==> src/rtl/instr_fetch_if.sv <==
// Fetch-side bundle for instr_fetch: instruction memory req/ack channel,
// held-word valid/ready channel and the decoder jump/flag inputs.
interface instr_fetch_if #(
  parameter int ADDR_W  = 16,
  parameter int INSTR_W = 18
);
  logic               imem_req;
  logic [ADDR_W-1:0]  imem_addr;
  logic               imem_ack;
  logic [INSTR_W-1:0] imem_data;
  logic [INSTR_W-1:0] instruction;
  logic               instr_valid;
  logic               instr_ready;
  logic [ADDR_W-1:0]  pc;
  logic               jump_valid;
  logic [2:0]         jump_sel;
  logic [5:0]         jump_off;
  logic               flag_carry;
  logic               flag_zero;

  modport master (
    output imem_req, imem_addr, instruction, instr_valid, pc,
    input  imem_ack, imem_data, instr_ready,
    input  jump_valid, jump_sel, jump_off, flag_carry, flag_zero
  );

  modport slave (
    input  imem_req, imem_addr, instruction, instr_valid, pc,
    output imem_ack, imem_data, instr_ready,
    output jump_valid, jump_sel, jump_off, flag_carry, flag_zero
  );
endinterface

==> src/rtl/instr_fetch.sv <==
// Instruction fetch sequencer: owns the PC, fetches one word at a time over
// req/ack, holds it for the core and applies the decoder's relative jump.
module instr_fetch #(
  parameter int ADDR_W  = 16,
  parameter int INSTR_W = 18
) (
  input  logic          clk,
  input  logic          rst_n,
  instr_fetch_if.master bus
);

  typedef enum logic [0:0] {
    FETCH = 1'b0,
    HOLD  = 1'b1
  } state_t;

  state_t             state_r;
  logic               req_r;
  logic               valid_r;
  logic [ADDR_W-1:0]  pc_r;
  logic [ADDR_W-1:0]  pc_next_r;
  logic [INSTR_W-1:0] instr_r;
  logic               taken_s;
  logic [ADDR_W-1:0]  target_s;

  function automatic logic jump_taken(
    input logic       jv,
    input logic [2:0] sel,
    input logic       carry,
    input logic       zero
  );
    logic cond;
    case (sel)
      3'd0:    cond = 1'b0;
      3'd1:    cond = 1'b1;
      3'd2:    cond = carry;
      3'd3:    cond = ~carry;
      3'd4:    cond = zero;
      3'd5:    cond = ~zero;
      default: cond = 1'b0;
    endcase
    return jv & cond;
  endfunction

  // Successor address of the held word; only latched on the consuming cycle.
  always_comb begin
    taken_s  = jump_taken(bus.jump_valid, bus.jump_sel, bus.flag_carry, bus.flag_zero);
    target_s = pc_r + ADDR_W'(1);
    if (taken_s) begin
      target_s = pc_r + ADDR_W'(1) + {{(ADDR_W-6){bus.jump_off[5]}}, bus.jump_off};
    end else begin
      target_s = pc_r + ADDR_W'(1);
    end
  end

  // Fetch/hold sequencer; req_r stays low for the first cycle after reset.
  always_ff @(posedge clk or negedge rst_n) begin
    if (!rst_n) begin
      state_r   <= FETCH;
      req_r     <= 1'b0;
      valid_r   <= 1'b0;
      pc_r      <= '0;
      pc_next_r <= '0;
      instr_r   <= '0;
    end else begin
      case (state_r)
        FETCH: begin
          if (req_r && bus.imem_ack) begin
            instr_r <= bus.imem_data;
            pc_r    <= pc_next_r;
            valid_r <= 1'b1;
            req_r   <= 1'b0;
            state_r <= HOLD;
          end else begin
            req_r   <= 1'b1;
          end
        end
        HOLD: begin
          if (bus.instr_ready) begin
            pc_next_r <= target_s;
            valid_r   <= 1'b0;
            req_r     <= 1'b1;
            state_r   <= FETCH;
          end else begin
            valid_r   <= 1'b1;
          end
        end
        default: begin
          state_r <= FETCH;
          req_r   <= 1'b0;
          valid_r <= 1'b0;
        end
      endcase
    end
  end

  assign bus.imem_req    = req_r;
  assign bus.imem_addr   = pc_next_r;
  assign bus.instruction = instr_r;
  assign bus.instr_valid = valid_r;
  assign bus.pc          = pc_r;

endmodule

==> src/flat_wrapper.sv <==
// flat-port wrapper written by rule: the top's interface ports become plain ports
module instr_fetch_flat 
#(
  parameter int ADDR_W  = 16,
  parameter int INSTR_W = 18
)
  (clk, rst_n, bus_imem_req, bus_imem_addr, bus_instruction, bus_instr_valid, bus_pc, bus_imem_ack, bus_imem_data, bus_instr_ready, bus_jump_valid, bus_jump_sel, bus_jump_off, bus_flag_carry, bus_flag_zero);
  instr_fetch_if #(.ADDR_W(ADDR_W), .INSTR_W(INSTR_W)) bus_i ();
  input  logic clk;
  input  logic rst_n;
  output wire logic [$bits(bus_i.imem_req)-1:0] bus_imem_req;
  output wire logic [$bits(bus_i.imem_addr)-1:0] bus_imem_addr;
  output wire logic [$bits(bus_i.instruction)-1:0] bus_instruction;
  output wire logic [$bits(bus_i.instr_valid)-1:0] bus_instr_valid;
  output wire logic [$bits(bus_i.pc)-1:0] bus_pc;
  input wire logic [$bits(bus_i.imem_ack)-1:0] bus_imem_ack;
  input wire logic [$bits(bus_i.imem_data)-1:0] bus_imem_data;
  input wire logic [$bits(bus_i.instr_ready)-1:0] bus_instr_ready;
  input wire logic [$bits(bus_i.jump_valid)-1:0] bus_jump_valid;
  input wire logic [$bits(bus_i.jump_sel)-1:0] bus_jump_sel;
  input wire logic [$bits(bus_i.jump_off)-1:0] bus_jump_off;
  input wire logic [$bits(bus_i.flag_carry)-1:0] bus_flag_carry;
  input wire logic [$bits(bus_i.flag_zero)-1:0] bus_flag_zero;
  assign bus_imem_req = bus_i.imem_req;
  assign bus_imem_addr = bus_i.imem_addr;
  assign bus_instruction = bus_i.instruction;
  assign bus_instr_valid = bus_i.instr_valid;
  assign bus_pc = bus_i.pc;
  assign bus_i.imem_ack = bus_imem_ack;
  assign bus_i.imem_data = bus_imem_data;
  assign bus_i.instr_ready = bus_instr_ready;
  assign bus_i.jump_valid = bus_jump_valid;
  assign bus_i.jump_sel = bus_jump_sel;
  assign bus_i.jump_off = bus_jump_off;
  assign bus_i.flag_carry = bus_flag_carry;
  assign bus_i.flag_zero = bus_flag_zero;
  instr_fetch #(.ADDR_W(ADDR_W), .INSTR_W(INSTR_W)) u_core (.clk(clk), .rst_n(rst_n), .bus(bus_i));
endmodule
==> config.mk <==
export PLATFORM = sky130hd
export DESIGN_NAME = instr_fetch_flat
export DESIGN_NICKNAME = d
export VERILOG_FILES = /design/src/rtl/instr_fetch_if.sv /design/src/rtl/instr_fetch.sv /design/src/flat_wrapper.sv
export SDC_FILE = /design/constraint.sdc
export NUM_CORES = 1
export LEC_CHECK = 0
export ABC_AREA = 1
export CAP_MARGIN = 40
export CORE_UTILIZATION = 45
export CTS_CLUSTER_SIZE = 40
export DETAILED_ROUTE_END_ITERATION = 10
export DONT_BUFFER_PORTS = 1
export HOLD_SLACK_MARGIN = 0.1
export PLACE_DENSITY = 0.7
export SLEW_MARGIN = 20
export SYNTH_ARGS = -nofsm -noshare
export SYNTH_HDL_FRONTEND = slang
export SYNTH_SLANG_ARGS = --single-unit
==> constraint.sdc <==
create_clock -name clk -period 2.3 [get_ports clk]
set_clock_uncertainty 0.05 [all_clocks]
set_input_delay 0.69 -clock clk [delete_from_list [all_inputs] [get_ports clk]]
set_output_delay 0.69 -clock clk [all_outputs]
set_load 0.1 [all_outputs]
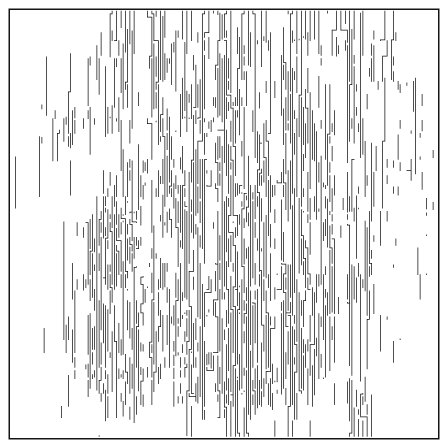
Figure 1: metal 2.
538 nets have wire on it. The layer carries 5440 µm of wire.

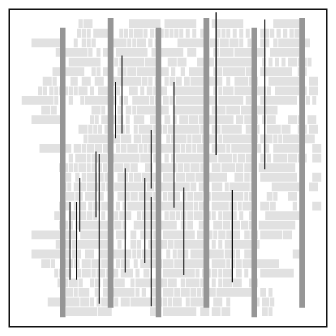
Figure 2: the metal 4 layer.
Supply wires on this layer in gray. Cells faint in the background.
The wires run mostly vertical. The longest straight run is 42.2 µm. The layer carries 424 µm of wire.

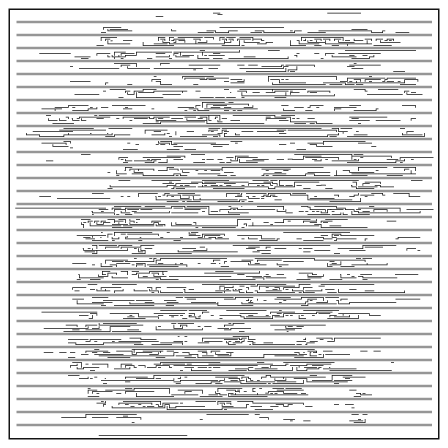
Figure 3: the metal 1 layer.
Supply wires on this layer in gray.
587 nets have wire on it. The layer holds 39% of the routed length. The longest straight run is 38.2 µm.
vias: 3535
final WL: 10.91 mm
met1 usage: 32.64%

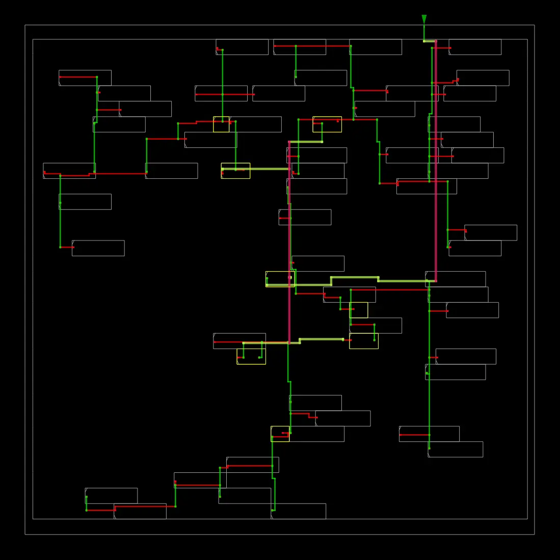
Figure 4: clock wiring as the flow saved it.
Clock buffer cells: 5
Clk Latency, worst-skew pair: 0.32 ns
Sink Count: 53

-- repair_timing --
action,4_1_cts,5_1_grt
resized,51,48
buffers inserted,14,6
hold endpoints to repair,53,0
pin swaps,21,36
setup endpoints to repair,12,11
hold buffers,1,0
-- Yosys cell counts (all sizes together), types with 2 or more instances --
| cell type | count | share of area, % |
|---|---|---|
| nand2 | 184 | 21 |
| a21oi | 29 | 4.4 |
| inv | 54 | 5.9 |
| xnor2 | 2 | 0.51 |
| nor2 | 40 | 5.4 |
| buf | 7 | 1.2 |
| xor2 | 11 | 3.2 |
| o21ai | 31 | 4.6 |
| or2 | 2 | 0.36 |
| o22ai | 2 | 0.36 |
| ha | 20 | 7.3 |
| clkbuf | 4 | 0.44 |
| nand3 | 23 | 3.8 |
| clkinv | 2 | 0.22 |
| nor3 | 3 | 0.44 |
| dfrtp | 53 | 38 |
| o21bai | 3 | 0.76 |
-- layer usage --
| layer | track usage [%] | vias to the layer above |
|---|---|---|
| li1 | - | 1701 |
| met1 | 32.64 | 1664 |
| met2 | 45.25 | 136 |
| met3 | 5.171 | 34 |
| met4 | 10.82 | 0 |
| met5 | 0 | - |
-- flip-flops by register name (all words and copies together) (netlist names) --
name / cells
u_core.bus.imem_addr: 16
u_core.bus.imem_req: 1
u_core.bus.instr_valid: 1
u_core.bus.instruction: 18
u_core.bus.pc: 16
u_core.state_r: 1
-- worst max-delay path by stage --
| stage | cells past startpoint | from | end | slack (ns) |
|---|---|---|---|---|
| 2_1_floorplan | 19 | u_core.bus.pc[1] | u_core.bus.imem_addr[15] | -0.12 |
| 6_report | 17 | u_core.bus.pc[1] | u_core.bus.imem_addr[13] | -0.14 |
| 4_1_cts | 15 | u_core.bus.pc[1] | u_core.bus.imem_addr[14] | -0.07 |
| 5_1_grt | 16 | u_core.bus.pc[1] | u_core.bus.imem_addr[14] | -0.25 |
| 3_3_place_gp | 14 | u_core.bus.pc[0] | u_core.bus.imem_addr[8] | -0.16 |
| 3_5_place_dp | 13 | u_core.bus.pc[1] | u_core.bus.imem_addr[7] | -0.20 |
-- cell families (layout without fill, tap and decap cells) --
kind of cell	after synthesis	count (layout)	share of synthesized area, %
DFF	53	53	38.45
AOI/OAI and AO/OA	69	69	11.03
and+or+nand+nor	254	254	31.23
xor gates and xnor gates	13	13	3.736
adders and majority gates	21	21	7.835
buffers and inverters	67	174	7.726
-- metrics by stage --
stage | util (%) | hold slack [ns] | TNS (ns) | instances | setup slack, ns
6_report | 69.45 | 0.1746 | -0.8799 | 683 | -0.1377
5_1_grt | 69.45 | 0.1828 | -2.075 | 683 | -0.2488
4_1_cts | 66.27 | 0.1773 | -0.3106 | 678 | -0.06933
3_5_place_dp | 59.60 | 0.3452 | -1.360 | 655 | -0.1987
3_3_place_gp | 59.40 | 0.3453 | -0.6012 | 654 | -0.1594
2_1_floorplan | - | 0.3444 | -0.3692 | 477 | -0.1187
-- critical path: cells and delay by family, from the launching register on --
kind / cells / cell delay, ns
AOI/OAI and AO/OA: 3 / 0.45
and+or+nand+nor: 10 / 0.88
adders and majority gates: 2 / 0.37
buffers and inverters: 2 / 0.15
DFF: 1 / 0.47
==> impl_metrics.ini <==
; physical design summary
[run_status]
status = finished, violations left
violations = negative setup slack

[finish]
fin_area_mm2 = 0.005091
final_nets = 638
seq_area_mm2 = 0.001369
layout_top_cells = nand2_1 (139), buf_4 (105), inv_1 (42), dfrtp_1 (39), nand2_2 (37)
fill_cells = 519
seq_cells = 53
layout_top_cell = nand2_1
sh_comb_area_pct = 47.63
sh_seq_area_pct = 26.89
area_growth_pct = 47.59

[yosys]
postSynthSeqShare_pct = 38.45
yosys_warnings = 0
ys_cells = 477
syn_area_mm2 = 0.003450
syn_inst = 477
syn_area_per_cell_um2 = 7.232
synthDistinctLibCells = 36
synthArstFlopShare_pct = 100.0

[drt]
wl_met2_mm = 5.435
drc_errors = 0
avgViaCountPerCell = 5.176
drt_iter0_drc = 284
dr_wl_met3_um = 757
firstDrtPassIters = 5
top_layer_used = met4

[floorplanning]
die_height_um = 89.56
num_rows = 31
taps = 99
fp_util_pct = 47.06

[place]
portBuffers = 0
dp_hpwl_mm = 7.148

[setup_path]
crit_chain = ha_4, nand2_4, nor2_4, inv_2, o21bai_1, nand2_1, inv_2, ha_4, nand2_2, nand2_2, a21oi_2, nor2_1, nor2_1, nand2_1, nand2_1, nand3_2, a21oi_2
cpPeakStageDelay_ns = 0.47
ff2ff_setup_slack_ns = -0.14
path_common_cell = nand2_1
crit_slowest_cell = dfrtp_4
reg2reg_to = u_core.bus.imem_addr[13]
critPathRequiredTime_ns = 2.50
r2r_start = u_core.bus.pc[1]
cp_max_fo = 4
rr_worst_depth = 17

[run]
openroad.warnings = 33

[global_routing]
grt_max_degree = 54
grt-ovfl-total = 0
antenna_found_initial = 0
grt_pass1_wl_mm = 15.88

[sta]
min_period_ns = 2.438
finalSetupViolations = 11
max_freq_mhz = 410.2
min_period_over_period_pct = 106.0
drv_slew = 0
postLayoutSetupSlackWorst_ns = -0.1377
worst_pin_slew_ns = 0.6183

[clock_network]
cts_tree = built
cts_buffer_depth = 2

[hold_path]
hold_class = in2async
